**src/rtl/uart_tx_scheduler_pkg.sv**
```systemverilog
// Shared definitions for the UART TX scheduler: FSM encoding, grant ids,
// per-requester frame lengths and a grant decode helper.
package uart_tx_scheduler_pkg;

  // One-hot scheduler states
  typedef enum logic [3:0] {
    ST_IDLE      = 4'b0001,
    ST_SEND      = 4'b0010,
    ST_WAIT_BUSY = 4'b0100,
    ST_WAIT_DONE = 4'b1000
  } sched_state_t;

  // Requester identifiers
  typedef enum logic {
    GNT_REQ0 = 1'b0,
    GNT_REQ1 = 1'b1
  } grant_id_t;

  // Bytes per frame for each requester
  localparam logic [1:0] BYTES_NONE = 2'd0;
  localparam logic [1:0] BYTES_REQ0 = 2'd1;
  localparam logic [1:0] BYTES_REQ1 = 2'd2;

  // Convert a one-hot grant vector into a requester id
  function automatic grant_id_t onehot_to_id(input logic [1:0] grant);
    return (grant == 2'b10) ? GNT_REQ1 : GNT_REQ0;
  endfunction

endpackage

```
**src/rtl/uart_tx_scheduler_rr_arbiter2.sv**
```systemverilog
// Two-way round-robin arbiter. A tie goes to the requester that was not
// granted last; the remembered winner only moves when a grant is issued.
module rr_arbiter2
  import uart_tx_scheduler_pkg::*;
(
  input  logic       clk,
  input  logic       rst,
  input  logic       en,
  input  logic [1:0] req,
  output logic [1:0] grant
);

  grant_id_t last_grant_r;

  // Combinational grant selection from requests and the last winner
  always_comb begin
    grant = 2'b00;
    if (!en) begin
      grant = 2'b00;
    end else if (req == 2'b11) begin
      grant = (last_grant_r == GNT_REQ1) ? 2'b01 : 2'b10;
    end else begin
      grant = req;
    end
  end

  // Remember the most recent winner; REQ1 after reset so REQ0 wins the first tie
  always_ff @(posedge clk) begin
    if (rst) begin
      last_grant_r <= GNT_REQ1;
    end else if (grant != 2'b00) begin
      last_grant_r <= onehot_to_id(grant);
    end else begin
      last_grant_r <= last_grant_r;
    end
  end

endmodule

```
**src/rtl/uart_tx_scheduler.sv**
```systemverilog
// Shares one UART transmitter between a 1-byte requester (REQ0) and a
// 2-byte requester (REQ1, low byte first). Frames are captured on grant,
// fed byte by byte, and each byte waits for the transmitter Busy cycle.
module uart_tx_scheduler
  import uart_tx_scheduler_pkg::*;
#(
  parameter int DATA_WIDTH   = 8,
  parameter int BUSY_TIMEOUT = 8
) (
  input  logic                    CLK,
  input  logic                    RST,
  input  logic                    REQ0_VLD,
  input  logic [DATA_WIDTH-1:0]   REQ0_DATA,
  output logic                    REQ0_ACK,
  input  logic                    REQ1_VLD,
  input  logic [2*DATA_WIDTH-1:0] REQ1_DATA,
  output logic                    REQ1_ACK,
  input  logic                    TX_BUSY,
  output logic [DATA_WIDTH-1:0]   TX_P_DATA,
  output logic                    TX_D_VLD,
  output logic                    SCH_BUSY,
  output logic                    TIMEOUT_ERR,
  input  logic                    ERR_CLR
);

  localparam int TIMER_W = $clog2(BUSY_TIMEOUT);
  localparam logic [TIMER_W-1:0] TIMER_LAST = TIMER_W'(BUSY_TIMEOUT - 1);

  sched_state_t              state_r;
  logic [2*DATA_WIDTH-1:0]   buffer_r;
  logic [1:0]                bytes_left_r;
  logic [TIMER_W-1:0]        timer_r;
  grant_id_t                 gnt_id_r;
  logic                      first_r;
  logic [DATA_WIDTH-1:0]     tx_p_data_r;
  logic                      err_r;

  logic                      arb_en_s;
  logic [1:0]                grant_s;
  logic [2*DATA_WIDTH-1:0]   capture_s;
  logic                      timeout_hit_s;

  // Grants are only considered in IDLE with the transmitter free
  assign arb_en_s = (state_r == ST_IDLE) && !TX_BUSY;

  rr_arbiter2 u_arb (
    .clk   (CLK),
    .rst   (RST),
    .en    (arb_en_s),
    .req   ({REQ1_VLD, REQ0_VLD}),
    .grant (grant_s)
  );

  // Select the frame payload of the granted requester
  always_comb begin
    capture_s = '0;
    if (grant_s[1]) begin
      capture_s = REQ1_DATA;
    end else if (grant_s[0]) begin
      capture_s = {{DATA_WIDTH{1'b0}}, REQ0_DATA};
    end else begin
      capture_s = '0;
    end
  end

  // Busy never rose within the allowed window
  assign timeout_hit_s = (state_r == ST_WAIT_BUSY) && !TX_BUSY && (timer_r == TIMER_LAST);

  // Scheduler FSM with capture buffer, byte count and Busy timer
  always_ff @(posedge CLK) begin
    if (RST) begin
      state_r      <= ST_IDLE;
      buffer_r     <= '0;
      bytes_left_r <= BYTES_NONE;
      timer_r      <= '0;
      gnt_id_r     <= GNT_REQ0;
      first_r      <= 1'b0;
      tx_p_data_r  <= '0;
    end else begin
      case (state_r)
        ST_IDLE: begin
          if (grant_s != 2'b00) begin
            buffer_r     <= capture_s;
            tx_p_data_r  <= capture_s[DATA_WIDTH-1:0];
            bytes_left_r <= grant_s[1] ? BYTES_REQ1 : BYTES_REQ0;
            gnt_id_r     <= onehot_to_id(grant_s);
            first_r      <= 1'b1;
            state_r      <= ST_SEND;
          end
        end
        ST_SEND: begin
          first_r      <= 1'b0;
          timer_r      <= '0;
          bytes_left_r <= bytes_left_r - 2'd1;
          buffer_r     <= buffer_r >> DATA_WIDTH;
          state_r      <= ST_WAIT_BUSY;
        end
        ST_WAIT_BUSY: begin
          if (TX_BUSY) begin
            state_r <= ST_WAIT_DONE;
          end else if (timer_r == TIMER_LAST) begin
            // Abort the frame: remaining bytes are dropped, no retry
            bytes_left_r <= BYTES_NONE;
            buffer_r     <= '0;
            state_r      <= ST_IDLE;
          end else begin
            timer_r <= timer_r + TIMER_W'(1);
          end
        end
        ST_WAIT_DONE: begin
          if (!TX_BUSY) begin
            if (bytes_left_r != BYTES_NONE) begin
              tx_p_data_r <= buffer_r[DATA_WIDTH-1:0];
              state_r     <= ST_SEND;
            end else begin
              state_r <= ST_IDLE;
            end
          end
        end
        default: begin
          state_r <= ST_IDLE;
        end
      endcase
    end
  end

  // Sticky timeout flag; a new timeout beats a simultaneous clear
  always_ff @(posedge CLK) begin
    if (RST) begin
      err_r <= 1'b0;
    end else if (timeout_hit_s) begin
      err_r <= 1'b1;
    end else if (ERR_CLR) begin
      err_r <= 1'b0;
    end else begin
      err_r <= err_r;
    end
  end

  // Outputs decoded from registered state only
  assign TX_D_VLD    = (state_r == ST_SEND);
  assign REQ0_ACK    = (state_r == ST_SEND) && first_r && (gnt_id_r == GNT_REQ0);
  assign REQ1_ACK    = (state_r == ST_SEND) && first_r && (gnt_id_r == GNT_REQ1);
  assign TX_P_DATA   = tx_p_data_r;
  assign SCH_BUSY    = (state_r != ST_IDLE);
  assign TIMEOUT_ERR = err_r;

endmodule

```
**config.mk**
```make
export PLATFORM = sky130hd
export DESIGN_NAME = uart_tx_scheduler
export DESIGN_NICKNAME = d
export VERILOG_FILES = /design/src/rtl/uart_tx_scheduler_pkg.sv /design/src/rtl/uart_tx_scheduler_rr_arbiter2.sv /design/src/rtl/uart_tx_scheduler.sv
export SDC_FILE = /design/constraint.sdc
export NUM_CORES = 1
export LEC_CHECK = 0
export CORE_ASPECT_RATIO = 1.1
export CORE_UTILIZATION = 40
export CTS_CLUSTER_DIAMETER = 60
export DETAILED_ROUTE_END_ITERATION = 8
export GPL_TIMING_DRIVEN = 0
export PLACE_DENSITY = 0.69
export SYNTH_ARGS = -nofsm -noshare
export SYNTH_HDL_FRONTEND = slang
export SYNTH_SLANG_ARGS = --single-unit
```
**constraint.sdc**
```tcl
create_clock -name CLK -period 2.17 [get_ports CLK]
set_input_delay 0.434 -clock CLK [delete_from_list [all_inputs] [get_ports CLK]]
set_output_delay 0.434 -clock CLK [all_outputs]
set_load 0.005 [all_outputs]
```
==> Slide: Implementation Results <==
Physical Implementation Snapshot

Die
  • Cell row count: 25
  • Core utilization before placement: 0.425
  • Die Span Y: 73.6 µm
  • Well Taps: 54
  • Floorplan die area: 4930 µm²

Final timing
  • Clock Skews: 0.00609 ns
  • Setup TNS: 0 ns
  • Final hold violation count: 0
  • Max frequency: 476 MHz
  • Transition time of the tightest slew-check pin: 0.689 ns
  • Post-route setup slack: 0.0691 ns
  • Post-layout minimum cycle time: 2.10 ns
  • Slew HR: 0.539

Hold path
  • Min-delay src: timer_r[2]
  • Hold crit path type: register to register
  • Min-Delay Path Depth: 2

Layout
  • Number of inverters outside the clock class in the layout: 6
  • Share of post-route cells with drive strength above 1: 0.156
  • Area of all placed cells without fillers: 2540 µm²
  • Final cell count without fillers: 336
  • Multi-input combinational area share: 0.394
  • Count of inserted antenna diode cells: 0
  • Area Overhead vs Synth: 36.6%
  • Number of clock buffers in the layout: 5
  • Area of the multi-input gates: 1000 µm²
  • Fraction of area in clock buffers and inverters: 0.0408
  • Flip-flops: 37
  • Non-clock buffer contribution to total cell area: 0.236
  • Number of fillers in the final layout: 426
  • FF+latch area: 744 µm²

Placed design
  • Placement Cell Area: 2340 µm²
  • Cell count after placement: 320
  • Setup slack at placement: -0.390 ns
  • Hpwl dp: 3.46 mm

Yosys
  • Number of enable flip-flop cells: 0
  • Distinct cell type count after synthesis: 38
  • Yosys chip area: 1860 µm²
  • Ranking of synthesized cells by area: sky130_fd_sc_hd__dfxtp_1, sky130_fd_sc_hd__nand2_1, sky130_fd_sc_hd__a31oi_1, sky130_fd_sc_hd__o21ai_0, sky130_fd_sc_hd__a21oi_1
  • Share of synthesized registers carrying an async set or reset: 0
  • Warnings from Yosys: 0
  • Cell area after synthesis: 1860 µm²
  • Number of cells produced by synthesis: 225
  • Synth area leader: sky130_fd_sc_hd__dfxtp_1
  • Seq/Total Area, Yosys: 0.398
  • Top area contributor share: 0.398

GRT
  • First-pass GRT wire length: 8.12 mm
  • Maximum number of pins on one net before global-route repair: 12
  • Global-route total usage across every layer: 0.219
  • GRT overflow: 0

Clocking
  • H-tree depth reported by CTS: 2
  • Post-CTS Hold Fix Bufs: 0
  • Num Clock Sinks: 37
  • Clock Root Buffer: sky130_fd_sc_hd__clkbuf_8
  • Clock insertion delay at the later pin of the skew report: 0.28 ns
  • TritonCTS Buffers: 5
  • Clock tree from TritonCTS: built
  • Reg clk slew, reported paths: 0.07 ns

Job
  • Maximum Capacitance Violations: 0

Drt
  • Average via count per standard cell: 5.51
  • Metal2 WL: 2.23 mm
  • Post-detailed-route DRC marker count: 0
  • Detailed-router iteration count before antenna repair: 4
  • Iter 0 DRT Violations: 158
  • Wire length on met1: 2.38 mm

Outcome
  • Result of the run: complete, no violations

Critical path
  • Setup slack of the worst register-to-register path: 0.14 ns
  • CP Launch Type: register
  • Worst-path fanout max: 6
  • Arr. time, crit path: 1.67 ns
  • Dominant cell type by count on the critical path: sky130_fd_sc_hd__buf_6
  • WS Path Type: register to output port

Power
  • Worst voltage drop across the vdd grid: 0.000495 V
  • Leakage: 0.940 nW
-- kinds of logic after synthesis --
kind of cell	count (synthesis)	synth area share
compound gates	79	0.284
xor+xnor	1	0.00471
fa+ha+maj	3	0.0202
buf+inv	28	0.0739
flops	37	0.398
mux	2	0.0108
simple gates	75	0.208
-- power by group --
group	internal [mW]	switching (mW)	leakage (nW)
logic	0.760	0.795	0.583
registers	0.862	0.115	0.303
clock network	0.334	0.233	0.0540
-- flip-flops by register name (all words and copies together), names as in the netlist --
signal,cells
buffer_r,16
TX_P_DATA,8
state_r,4
timer_r,3
bytes_left_r,2
TIMEOUT_ERR,1
first_r,1
gnt_id_r,1
u_arb.last_grant_r,1
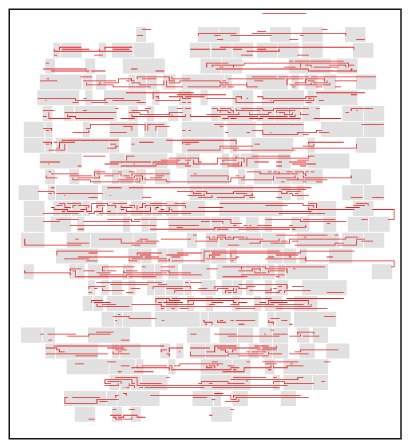
(metal 1)
share of all routed wire: 48%
longest straight run: 31.3 µm
Total Wirelength: 4.95 mm
met1 Usage GRT: 0.301
total number of vias: 1,851

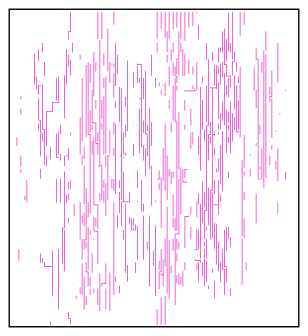
(met2 routing)
wire length on this layer: 2,230 µm
main direction: vertical
share of all routed wire: 45%
nets with wire on the layer: 259
longest straight run: 32.0 µm
GRT met2 Usage: 0.338

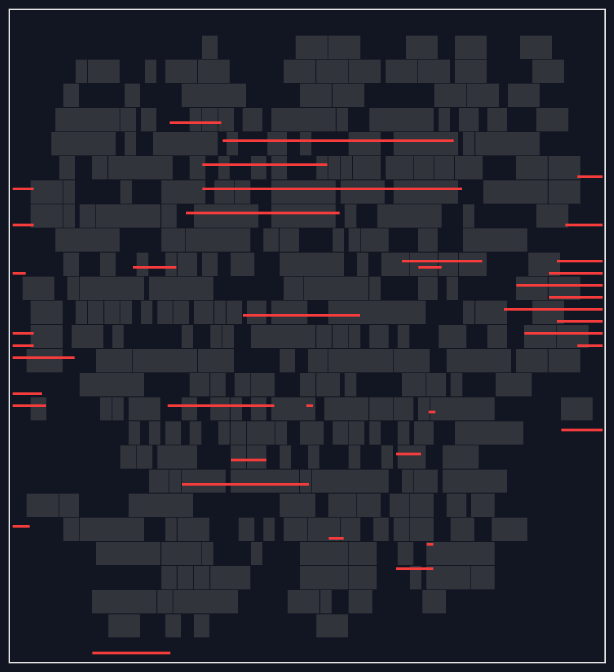
(M3 wires)
share of all routed wire: 5.1%
nets with wire on the layer: 33
global routing usage on met3: 0.0435

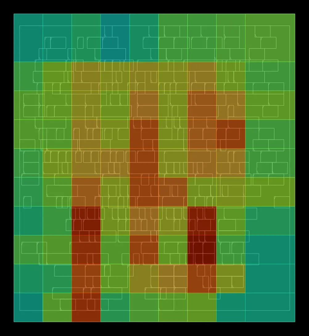
(routing congestion)
GR peak layer: met2
routed len/inst: 14.7 µm
Finished Core Util: 0.581

Power and IR drop assume default switching activity.
